### config.mk
export PLATFORM = sky130hd
export DESIGN_NAME = i2c_burst_write_flat
export DESIGN_NICKNAME = d
export VERILOG_FILES = /design/src/rtl/i2c_burst_write_pkg.sv /design/src/rtl/i2c_burst_write_if.sv /design/src/rtl/i2c_burst_write_byte_shifter.sv /design/src/rtl/i2c_burst_write.sv /design/src/flat_wrapper.sv
export SDC_FILE = /design/constraint.sdc
export NUM_CORES = 1
export LEC_CHECK = 0
export CAP_MARGIN = 10
export CORE_AREA = 2 2 100 102
export DETAILED_ROUTE_END_ITERATION = 8
export DIE_AREA = 0 0 102 104
export GPL_TIMING_DRIVEN = 0
export PLACE_DENSITY_LB_ADDON = 0.05
export SLEW_MARGIN = 30
export SYNTH_ARGS = -nofsm -noshare
export SYNTH_HDL_FRONTEND = slang
export SYNTH_SLANG_ARGS = --single-unit
export TNS_END_PERCENT = 5
### constraint.sdc
create_clock -name PT_CK -period 2.16 [get_ports PT_CK]
set_input_delay 0.432 -clock PT_CK [delete_from_list [all_inputs] [get_ports PT_CK]]
set_output_delay 0.432 -clock PT_CK [all_outputs]
set_load 0.05 [all_outputs]
### src/rtl/i2c_burst_write_pkg.sv
// Shared definitions for the I2C burst-write engine: FSM encodings, bit-cell
// constants and bus polarity constants.
package i2c_pkg;

    localparam logic [3:0] S_IDLE     = 4'd0;
    localparam logic [3:0] S_ARM_WAIT = 4'd1;
    localparam logic [3:0] S_START_A  = 4'd2;
    localparam logic [3:0] S_START_B  = 4'd3;
    localparam logic [3:0] S_BIT_A    = 4'd4;
    localparam logic [3:0] S_BIT_B    = 4'd5;
    localparam logic [3:0] S_BIT_C    = 4'd6;
    localparam logic [3:0] S_STOP_A   = 4'd7;
    localparam logic [3:0] S_STOP_B   = 4'd8;
    localparam logic [3:0] S_STOP_C   = 4'd9;

    typedef enum logic [3:0] {
        IDLE     = S_IDLE,
        ARM_WAIT = S_ARM_WAIT,
        START_A  = S_START_A,
        START_B  = S_START_B,
        BIT_A    = S_BIT_A,
        BIT_B    = S_BIT_B,
        BIT_C    = S_BIT_C,
        STOP_A   = S_STOP_A,
        STOP_B   = S_STOP_B,
        STOP_C   = S_STOP_C
    } state_t;

    localparam int unsigned CELLS_PER_BYTE = 9;
    localparam logic [3:0]  ACK_CELL       = 4'd8;
    localparam logic        ACK            = 1'b0;
    localparam logic        W_BIT          = 1'b0;

endpackage

### src/rtl/i2c_burst_write_if.sv
// Control/bus bundle of the I2C burst-write engine. SCLI exists only when
// I2C_CLK_STRETCH_EN is defined.
interface i2c_burst_write_if #(
    parameter int PTR_BYTES = 1,
    parameter int MAX_BYTES = 4,
    parameter int CW        = $clog2(MAX_BYTES + 1)
);
    logic                   GO;
    logic [6:0]             SLAVE_ADDRESS;
    logic [8*PTR_BYTES-1:0] POINTER;
    logic [8*MAX_BYTES-1:0] DATA;
    logic [CW-1:0]          NUM_BYTES;
    logic                   SDAI;
`ifdef I2C_CLK_STRETCH_EN
    logic                   SCLI;
`endif
    logic                   SDAO;
    logic                   SCLO;
    logic                   END_OK;
    logic                   ACK_OK;
    logic                   NACK_ERR;
    logic [CW-1:0]          BYTE_IDX;

    modport master (
        input  GO, SLAVE_ADDRESS, POINTER, DATA, NUM_BYTES, SDAI,
`ifdef I2C_CLK_STRETCH_EN
        input  SCLI,
`endif
        output SDAO, SCLO, END_OK, ACK_OK, NACK_ERR, BYTE_IDX
    );

    modport slave (
        output GO, SLAVE_ADDRESS, POINTER, DATA, NUM_BYTES, SDAI,
`ifdef I2C_CLK_STRETCH_EN
        output SCLI,
`endif
        input  SDAO, SCLO, END_OK, ACK_OK, NACK_ERR, BYTE_IDX
    );

endinterface

### src/rtl/i2c_burst_write_byte_shifter.sv
// Byte serialiser: shifts a loaded byte MSB-first over 8 cells, then releases
// SDA for the 9th (ACK) cell and reports the slave's answer.
module i2c_byte_shifter
    import i2c_pkg::*;
(
    input  logic       i_clk,
    input  logic       i_rst_n,
    input  logic       i_load,
    input  logic [7:0] i_byte,
    input  logic       i_next,
    input  logic       i_sdai,
    output logic       o_sda,
    output logic       o_ack_bit,
    output logic       o_byte_done
);

    logic [8:0] r_sr;
    logic [3:0] r_cell;

    // A 1 is appended so the ACK cell naturally releases SDA.
    always_ff @(posedge i_clk or negedge i_rst_n) begin
        if (!i_rst_n) begin
            r_sr   <= '1;
            r_cell <= '0;
        end else if (i_load) begin
            r_sr   <= {i_byte, 1'b1};
            r_cell <= '0;
        end else if (i_next) begin
            r_sr   <= {r_sr[7:0], 1'b1};
            r_cell <= r_cell + 4'd1;
        end
    end

    assign o_sda       = r_sr[8];
    assign o_byte_done = (r_cell == ACK_CELL);
    assign o_ack_bit   = (i_sdai == ACK);

endmodule

### src/rtl/i2c_burst_write.sv
// I2C master burst write: START, address+W, pointer, payload, STOP, with ACK
// checking. Optional clock stretching via I2C_CLK_STRETCH_EN.
module i2c_burst_write
    import i2c_pkg::*;
#(
    parameter int PTR_BYTES = 1,
    parameter int MAX_BYTES = 4,
    parameter int CW        = $clog2(MAX_BYTES + 1)
) (
    input  logic                  PT_CK,
    input  logic                  RESET_N,
    i2c_burst_write_if.master     bus
);

    localparam int IW = $clog2(PTR_BYTES + MAX_BYTES + 2);

    state_t                 r_state;
    logic                   r_armed;
    logic                   r_end_ok;
    logic                   r_ack_ok;
    logic                   r_nack;
    logic [IW-1:0]          r_idx;
    logic [6:0]             r_addr;
    logic [8*PTR_BYTES-1:0] r_ptr;
    logic [8*MAX_BYTES-1:0] r_data;
    logic [CW-1:0]          r_num;

    logic [IW-1:0] w_last_idx;
    logic [IW-1:0] w_sel;
    logic [7:0]    w_byte;
    logic          w_load;
    logic          w_next;
    logic          w_bit;
    logic          w_acked;
    logic          w_byte_done;
    logic          w_stretch;
    logic          w_sdao;
    logic          w_sclo;

`ifdef I2C_CLK_STRETCH_EN
    assign w_stretch = ~bus.SCLI;
`else
    assign w_stretch = 1'b0;
`endif

    assign w_last_idx = IW'(PTR_BYTES) + IW'(r_num);
    assign w_sel      = (r_state == START_A) ? '0 : r_idx + IW'(1);

    // Byte order on the wire: address+W, pointer MSB..LSB, payload 0..N-1.
    always_comb begin
        w_byte = {r_addr, W_BIT};
        for (int unsigned k = 0; k < PTR_BYTES; k++)
            if (w_sel == IW'(k + 1)) w_byte = r_ptr[8*(PTR_BYTES-1-k) +: 8];
        for (int unsigned k = 0; k < MAX_BYTES; k++)
            if (w_sel == IW'(k + 1 + PTR_BYTES)) w_byte = r_data[8*k +: 8];
    end

    always_comb begin
        w_load = 1'b0;
        w_next = 1'b0;
        case (r_state)
            START_A: w_load = 1'b1;
            BIT_C: begin
                if (!w_byte_done)                         w_next = 1'b1;
                else if (w_acked && r_idx != w_last_idx)  w_load = 1'b1;
            end
            default: ;
        endcase
    end

    i2c_byte_shifter u_shifter (
        .i_clk       (PT_CK),
        .i_rst_n     (RESET_N),
        .i_load      (w_load),
        .i_byte      (w_byte),
        .i_next      (w_next),
        .i_sdai      (bus.SDAI),
        .o_sda       (w_bit),
        .o_ack_bit   (w_acked),
        .o_byte_done (w_byte_done)
    );

    always_ff @(posedge PT_CK or negedge RESET_N) begin
        if (!RESET_N) begin
            r_state  <= IDLE;
            r_armed  <= 1'b0;
            r_end_ok <= 1'b1;
            r_ack_ok <= 1'b0;
            r_nack   <= 1'b0;
            r_idx    <= '0;
            r_addr   <= '0;
            r_ptr    <= '0;
            r_data   <= '0;
            r_num    <= '0;
        end else begin
            case (r_state)
                IDLE: begin
                    if (bus.GO && r_armed) begin
                        r_addr   <= bus.SLAVE_ADDRESS;
                        r_ptr    <= bus.POINTER;
                        r_data   <= bus.DATA;
                        r_num    <= (bus.NUM_BYTES > CW'(MAX_BYTES)) ? CW'(MAX_BYTES) : bus.NUM_BYTES;
                        r_idx    <= '0;
                        r_armed  <= 1'b0;
                        r_end_ok <= 1'b0;
                        r_ack_ok <= 1'b0;
                        r_nack   <= 1'b0;
                        r_state  <= START_A;
                    end else if (!bus.GO) begin
                        r_armed <= 1'b1;
                    end
                end
                ARM_WAIT: begin
                    if (!bus.GO) begin
                        r_armed <= 1'b1;
                        r_state <= IDLE;
                    end
                end
                START_A: r_state <= START_B;
                START_B: r_state <= BIT_A;
                BIT_A:   r_state <= BIT_B;
                BIT_B:   if (!w_stretch) r_state <= BIT_C;
                BIT_C: begin
                    if (!w_byte_done) begin
                        r_state <= BIT_A;
                    end else if (w_acked) begin
                        r_idx   <= r_idx + IW'(1);
                        r_state <= (r_idx == w_last_idx) ? STOP_A : BIT_A;
                    end else begin
                        r_nack  <= 1'b1;
                        r_state <= STOP_A;
                    end
                end
                STOP_A:  r_state <= STOP_B;
                STOP_B:  if (!w_stretch) r_state <= STOP_C;
                STOP_C: begin
                    r_end_ok <= 1'b1;
                    r_ack_ok <= ~r_nack;
                    r_state  <= ARM_WAIT;
                end
                default: r_state <= IDLE;
            endcase
        end
    end

    always_comb begin
        w_sdao = 1'b1;
        w_sclo = 1'b1;
        case (r_state)
            START_B: w_sdao = 1'b0;
            BIT_A: begin
                w_sclo = 1'b0;
                w_sdao = w_bit;
            end
            BIT_B, BIT_C: w_sdao = w_bit;
            STOP_A: begin
                w_sdao = 1'b0;
                w_sclo = 1'b0;
            end
            STOP_B: w_sdao = 1'b0;
            default: ;
        endcase
    end

    assign bus.SDAO     = w_sdao;
    assign bus.SCLO     = w_sclo;
    assign bus.END_OK   = r_end_ok;
    assign bus.ACK_OK   = r_ack_ok;
    assign bus.NACK_ERR = r_nack;
    assign bus.BYTE_IDX = r_idx[CW-1:0];

endmodule
### src/flat_wrapper.sv
// flat-port wrapper written by rule: the top's interface ports become plain ports
module i2c_burst_write_flat import i2c_pkg::*;
#(
    parameter int PTR_BYTES = 1,
    parameter int MAX_BYTES = 4,
    parameter int CW        = $clog2(MAX_BYTES + 1)
)
  (PT_CK, RESET_N, bus_GO, bus_SLAVE_ADDRESS, bus_POINTER, bus_DATA, bus_NUM_BYTES, bus_SDAI, bus_SDAO, bus_SCLO, bus_END_OK, bus_ACK_OK, bus_NACK_ERR, bus_BYTE_IDX);
  i2c_burst_write_if #(.PTR_BYTES(PTR_BYTES), .MAX_BYTES(MAX_BYTES), .CW(CW)) bus_i ();
  input  logic PT_CK;
  input  logic RESET_N;
  input wire logic [$bits(bus_i.GO)-1:0] bus_GO;
  input wire logic [$bits(bus_i.SLAVE_ADDRESS)-1:0] bus_SLAVE_ADDRESS;
  input wire logic [$bits(bus_i.POINTER)-1:0] bus_POINTER;
  input wire logic [$bits(bus_i.DATA)-1:0] bus_DATA;
  input wire logic [$bits(bus_i.NUM_BYTES)-1:0] bus_NUM_BYTES;
  input wire logic [$bits(bus_i.SDAI)-1:0] bus_SDAI;
  output wire logic [$bits(bus_i.SDAO)-1:0] bus_SDAO;
  output wire logic [$bits(bus_i.SCLO)-1:0] bus_SCLO;
  output wire logic [$bits(bus_i.END_OK)-1:0] bus_END_OK;
  output wire logic [$bits(bus_i.ACK_OK)-1:0] bus_ACK_OK;
  output wire logic [$bits(bus_i.NACK_ERR)-1:0] bus_NACK_ERR;
  output wire logic [$bits(bus_i.BYTE_IDX)-1:0] bus_BYTE_IDX;
  assign bus_i.GO = bus_GO;
  assign bus_i.SLAVE_ADDRESS = bus_SLAVE_ADDRESS;
  assign bus_i.POINTER = bus_POINTER;
  assign bus_i.DATA = bus_DATA;
  assign bus_i.NUM_BYTES = bus_NUM_BYTES;
  assign bus_i.SDAI = bus_SDAI;
  assign bus_SDAO = bus_i.SDAO;
  assign bus_SCLO = bus_i.SCLO;
  assign bus_END_OK = bus_i.END_OK;
  assign bus_ACK_OK = bus_i.ACK_OK;
  assign bus_NACK_ERR = bus_i.NACK_ERR;
  assign bus_BYTE_IDX = bus_i.BYTE_IDX;
  i2c_burst_write #(.PTR_BYTES(PTR_BYTES), .MAX_BYTES(MAX_BYTES), .CW(CW)) u_core (.PT_CK(PT_CK), .RESET_N(RESET_N), .bus(bus_i));
endmodule
**Clock wiring as the flow saved it**

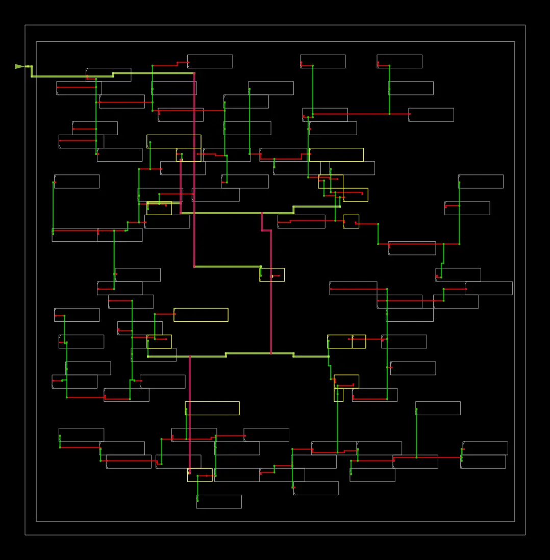
clock-net power: 0.00142 W
registers: 73
clk sinks: 73
clkbuf count: 9
Worst-Skew Late Latency: 350 ps

**Placed cells, one colour a class**

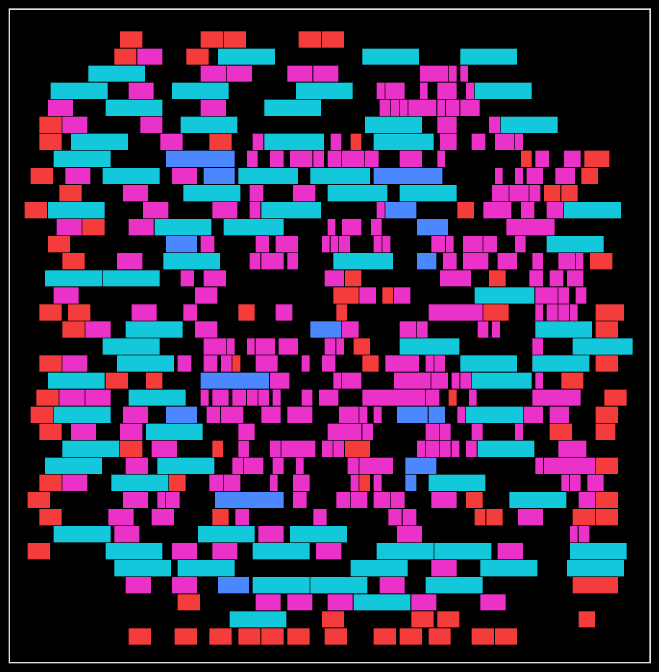
| colour | class | cells |
|---|---|---|
| cyan | flops | 73 |
| magenta | all other logic | 248 |
| red | other buffers and delay cells | 87 |
| blue | clock drivers and dummy loads | 16 |

==> run_results.csv <==
group,metric,value,unit
floorplanning,fp_util,39.9,%
logic_synthesis,postSynthNetCount,401,
route,drt_pass1_iterations,4,
floorplanning,std_cell_rows,36,
run_status,status,"finished clean",
critical_path,r2r-start,"u_core.r_state[0]",
clock_tree,cts.root.buffer_cell,"clkbuf_8",
power_and_ir_drop,swShare,35.0,%
floorplanning,die_w,102,um
timing,setup_tns,0,ps
timing,max_freq,477,MHz
critical_path,crit_cells,6,
route,vias_per_cell,5.20,
timing,drv_slew,0,
route,drc,0,
floorplanning,die_y,104,um
logic_synthesis,ff_type,"dfrtp_1",
route,ant_nets,0,
timing,skew,6.57,ps
global_route,grt_pass1_vias,2833,
final_layout,final_util,52.5,%
logic_synthesis,synth.cell_area,3810,um2
place,gp_congestion,0.843,
logic_synthesis,yosysMostFrequentCell,"dfrtp_1",
power_and_ir_drop,clock_power_share,21.1,%
timing,fin_ws,62.6,ps
timing,post-route-period-util,97.1,%
critical_path,cp_num_buf_inv,1,
critical_path,startpoint,"u_core.r_state[0]",
power_and_ir_drop,p_leak,2.04,nW
route,wl,9050,um
final_layout,antenna_cells,0,
route,num_vias,2894,
critical_path,worstSetupEndpointType,"flop",
floorplanning,core_area,9550,um2
power_and_ir_drop,p_sw,0.00235,W
flow_run,max_cap_violations,0,
final_layout,final_cell_area,5010,um2
critical_path,endpoint,"u_core.u_shifter.r_sr[5]",
power_and_ir_drop,power_frac_seq,36.8,%
logic_synthesis,synth_flops,73,
**Gate-type map**

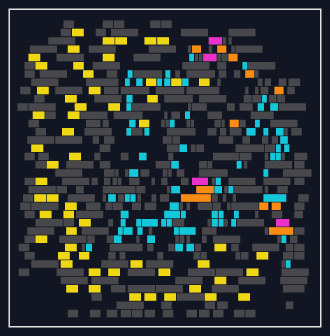
| colour | family | cells |
|---|---|---|
| cyan | inverting AOI/OAI gates | 69 |
| magenta | adder and majority cells | 4 |
| yellow | multiplexers | 57 |
| orange | XOR/XNOR gates | 11 |

**Register map, names as in the netlist**

Other sequential cells in the stronger grey, the rest of the logic in the fainter grey.
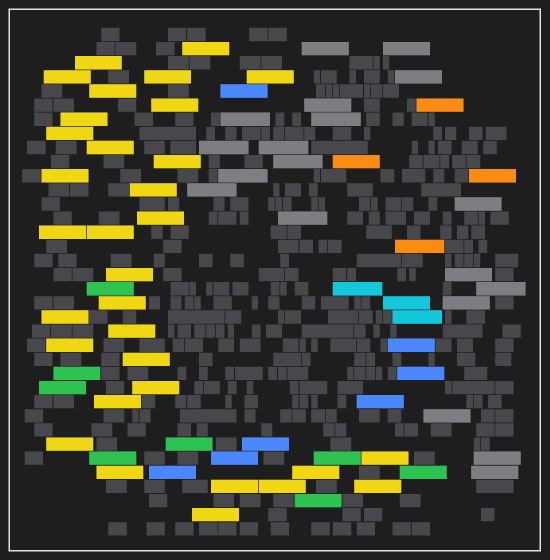
| colour | signal | flops |
|---|---|---|
| cyan | u_core.bus.BYTE_IDX | 3 |
| green | u_core.r_ptr | 8 |
| yellow | u_core.r_data | 32 |
| orange | u_core.r_state | 4 |
| blue | u_core.r_addr | 7 |
not coloured: 19

## cell type report
cell class | count | area (um2)
well taps | 133 | 166
fillers | 903 | 4540
multi-input cells | 241 | 1910
clock inverters | 7 | 141
repair buffers | 66 | 662
inverters | 7 | 26.3
plain buffers | 21 | 140
flip-flops and latches | 73 | 1840
clock buffers | 9 | 124
## power groups by stage
stage / logic, W / registers (W) / clock network [W]
floorplan: 0.00203 / 0.00238 / 0
global placement: 0.00267 / 0.00249 / 0
detailed placement: 0.00272 / 0.00250 / 0
CTS: 0.00276 / 0.00247 / 0.00145
global route: 0.00311 / 0.00256 / 0.00151
finish: 0.00283 / 0.00247 / 0.00142
## cells in the final DEF, fill, tap and decap left out, drive strengths merged, types with 4 or more instances in the layout
master,count
dfstp,9
nand2,26
nor2,18
a22oi,4
a21oi,18
xor2,5
o21bai,4
a221oi,4
clkdlybuf4s50,56
dfrtp,64
bufinv,4
inv,8
a31oi,5
o22ai,5
o21ai,20
nor3,4
nand3b,4
ha,4
nor2b,10
xnor2,5
mux2i,10
buf,18
mux2,47
clkbuf,18
a221o,4
nor4,5
## routing by layer
metal,wire length [um],vias up,track usage [%],part of all wire [%]
li1,-,1405,-,-
met1,4240,1409,25.3,47
met2,4200,68,26.7,46
met3,464,12,4.30,5.1
met4,145,0,6.29,1.6
met5,0,-,0,0
## flip-flops by register name, indices dropped and copies added (netlist names)
signal,count
u_core.bus.NACK_ERR,1
u_core.u_shifter.r_cell,4
u_core.bus.ACK_OK,1
u_core.r_state,4
u_core.bus.BYTE_IDX,3
u_core.r_ptr,8
u_core.bus.END_OK,1
u_core.r_num,3
u_core.r_data,32
u_core.u_shifter.r_sr,8
u_core.r_addr,7
u_core.r_armed,1
Power and IR drop assume default switching activity.
